**Wire density map**

12 x 12 tiles, from dark blue (low) to red (high), scaled to the fullest tile. Values are wire area over tile area, all layers added.
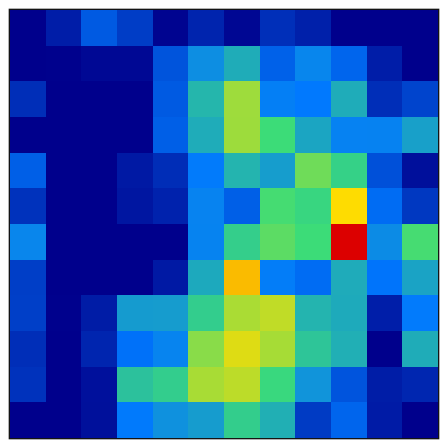
**Register map, names as in the netlist**

Scale bar: 20 µm. Other sequential cells in the stronger grey, the rest of the logic in the fainter grey.
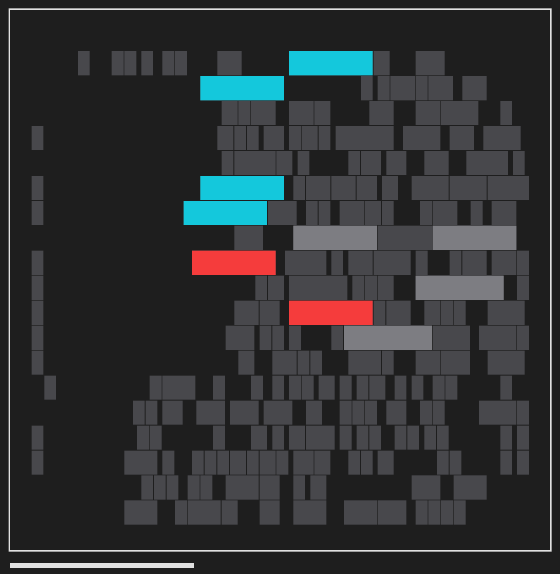
**Clock network drawn from the DEF**

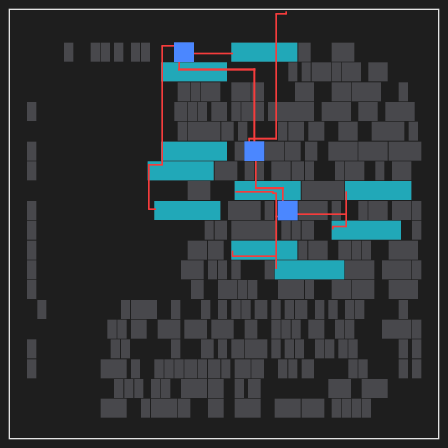
**Cell placement**

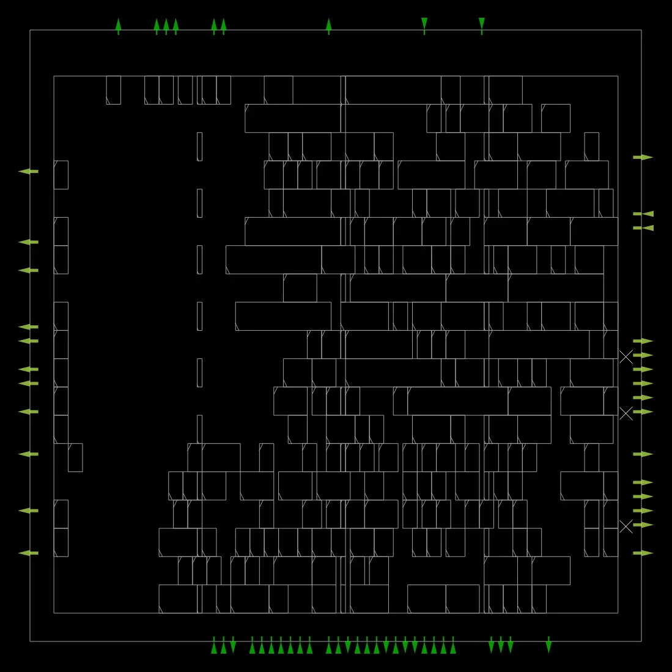
**Sizing map**

Scale bar: 20 µm.
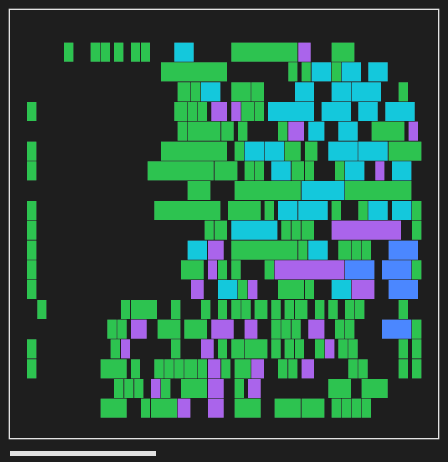
==> config.mk <==
export PLATFORM = sky130hd
export DESIGN_NAME = pipe_ctrl
export DESIGN_NICKNAME = d
export VERILOG_FILES = /design/src/rtl/pipe_ctrl_pkg.sv /design/src/rtl/pipe_ctrl_lu_detect.sv /design/src/rtl/pipe_ctrl.sv
export SDC_FILE = /design/constraint.sdc
export NUM_CORES = 1
export LEC_CHECK = 0
export ABC_AREA = 1
export CAP_MARGIN = 20
export CORE_MARGIN = 2
export CORE_UTILIZATION = 36
export DETAILED_ROUTE_END_ITERATION = 10
export PLACE_DENSITY = 0.77
export SLEW_MARGIN = 20
export SYNTH_ARGS = -nofsm -noshare
export SYNTH_HDL_FRONTEND = slang
export SYNTH_SLANG_ARGS = --single-unit
==> constraint.sdc <==
create_clock -name clk -period 1.6 [get_ports clk]
set_input_delay 0.32 -clock clk [delete_from_list [all_inputs] [get_ports clk]]
set_output_delay 0.32 -clock clk [all_outputs]
set_load 0.01 [all_outputs]
==> metrics.yaml <==
route.detailed.drc: 3
period_used_pct: 106
p_leak_nw: 0.863
grt_max_degree: 12
grt_pass1_vias: 945
die_y_um: 58.8
worstPathMaxFanout: 4
r2r_cells: 9
die_area_um2: 3460
largest_register_ffs: 4
final_cell_mix: "nand2_1, conb_1, inv_1"
violations: "design-rule violations, negative setup slack"
root_buffer: "clkbuf_4"
cts.clk_slew.worst_paths_ps: 60
cts_tree: "done"
grt-busiest-layer: "met2"
drt_iter0_markers: 26
use_met1_pct: 16.2
drv_slew: 0
nNetsFinal: 242
cp.required_ps: 1280
avgRoutedWirePerCell_um: 9.21
critPathArrivalTime_ps: 1370
grt_pass1_wl_mm: 3.68
top_area_share_pct: 24.3
synth-xor-area-share_pct: 1.62
drt-vias-per-instance: 4.14
simple_gate_area_share_pct: 31.6
hp-class: "input port to asynchronous set/reset pin"
routabilityCongestion: 0.834
p_total_mw: 1.47
status: "finished, violations left"
cts_made_buffers: 3
crit_path_end_kind: "output port"
placed_area_um2: 1380
layout_setup_ws_ps: -90.9
drtPass1Iterations: 7
postCtsHoldBufs: 0
ys_sh_adder_pct: 2.31
drive_above_1_share_pct: 29.8
holdWs_ps: 276
p_seq_share_pct: 31.1
ioPinCount: 63
mux_area_share_pct: 0
hold_viol: 0
power.switching_uw: 615
finalSetupViolations: 5
syn_area_um2: 1080
placedCellCount: 237
ys_cells: 166
area_leaders: "buf_4, dfrtp_1, nand2_1"
io_buffers: 30
top_logic_kind: "buffers and inverters"
r2r_setup_slack_ps: 140
die_x_um: 58.8
use_met3_pct: 2.20
htree_levels: 1
ant_nets: 0
startpoint_type: "flip-flop"
yosysChipArea_um2: 1080
aoi_share_pct: 6.13
p_per_area_nw_per_um2: 1000
-- 'wire density map' (at the start) --
The mean over all tiles is 0.10. The emptiest ninth of the die: upper left. The densest ninth of the die: bottom centre. The fullest tile reaches 0.45. 25% of the tiles are nearly empty.
Vias: 1019
Routed WL: 2.27 mm
GRT Total Usage: 13.9%

-- 'register map, names as in the netlist' (at the start) --
tmr_r: shown in cyan, placed flops 4, where top centre. cnt_r: shown in red, placed flops 2.
Reg area: 253 µm²
seq pwr: 457 µW
Seq/total area: 17.2%
fin util: 52.3%

-- 'clock network drawn from the DEF' (at the start) --
clock wires: shown in red, length 131 µm. flip-flops: shown in cyan, count 10. clock drivers: shown in blue, count 3.
There are 4 routed clock nets.
Clk pwr share: 11.1%
clock latency on the worst-skew pair: 260 ps
clk pwr: 164 µW
Setup Skew: 5.58 ps

-- 'cell placement' (at the start) --
Tapcells: 31
post-route insts no fill: 246
Fillers: 273
core footprint: 2810 µm²

-- 'sizing map' (at the start) --
_2 cells: shown in purple, cells 28. _0 and _1 cells: shown in green, cells 151. _6 and larger: shown in blue, cells 5. _3 and _4 cells: shown in cyan, cells 31.
setup slack after layout: -90.9 ps
Area Overhead vs Synth: 35.5%
Finished Cell Area: 1470 µm²

[power by group through the flow]
stage | logic [mW] | clock network, mW | registers (mW)
after floorplan | 0.474 | 0 | 0.433
after global routing | 0.948 | 0.181 | 0.472
after CTS | 0.777 | 0.174 | 0.440
after detailed placement | 0.702 | 0 | 0.443
final | 0.850 | 0.164 | 0.457
after global placement | 0.690 | 0 | 0.442
[final cells by class]
type                       instances  area [µm²]
fill                             273        1340
multi-input combinational        122         624
timing repair buffer              50         413
sequential                        10         253
inverter                          30         115
tap                               31        38.8
clock buffer                       3        22.5
[cell families (layout without fill, tap and decap cells)]
| family | count (synthesis) | in the layout |
|---|---|---|
| simple gates | 73 | 73 |
| buf+inv | 65 | 83 |
| compound gates | 13 | 13 |
| flops | 10 | 10 |
| fa+ha+maj | 2 | 2 |
| xor+xnor | 2 | 2 |
| other cells | 1 | 32 |
[Yosys cell counts (all sizes together)]
master   n
nor3b    1
nand3    5
inv     30
buf     35
dfrtp   10
conb     1
xor2     2
nand2   44
nand4    1
ha       2
a31oi    1
a21oi    3
nor2    20
nor3     2
o21ai    9
[worst max-delay path, cell delays in order, from the launching register on]
cell and delay [ps]:
dfrtp_2 450, buf_4 160, o21ai_4 130, nand2_4 90
nand3_4 90, inv_1 50, buf_2 130
[stage by stage]
step	setup TNS (ps)	worst slack, ps
final	-377	-90.9
after global routing	-676	-135
after CTS	-389	-105
after detailed placement	-4680	-761
after global placement	-4510	-729
after floorplan	0	171
[metal layers]
metal,vias up,share of wire [%]
li1,536,-
met3,2,5.0
met1,445,42
met5,-,0
met4,0,0.49
met2,36,52
[timing repair]
item / CTS / global route
gates resized: 67 / 29
setup endpoints to repair: 8 / 8
setup buffers: 6 / 0
hold endpoints to repair: 0 / 0
pin swaps: 17 / 12
Power figures rest on the tool's default switching activity, not on a simulated workload.
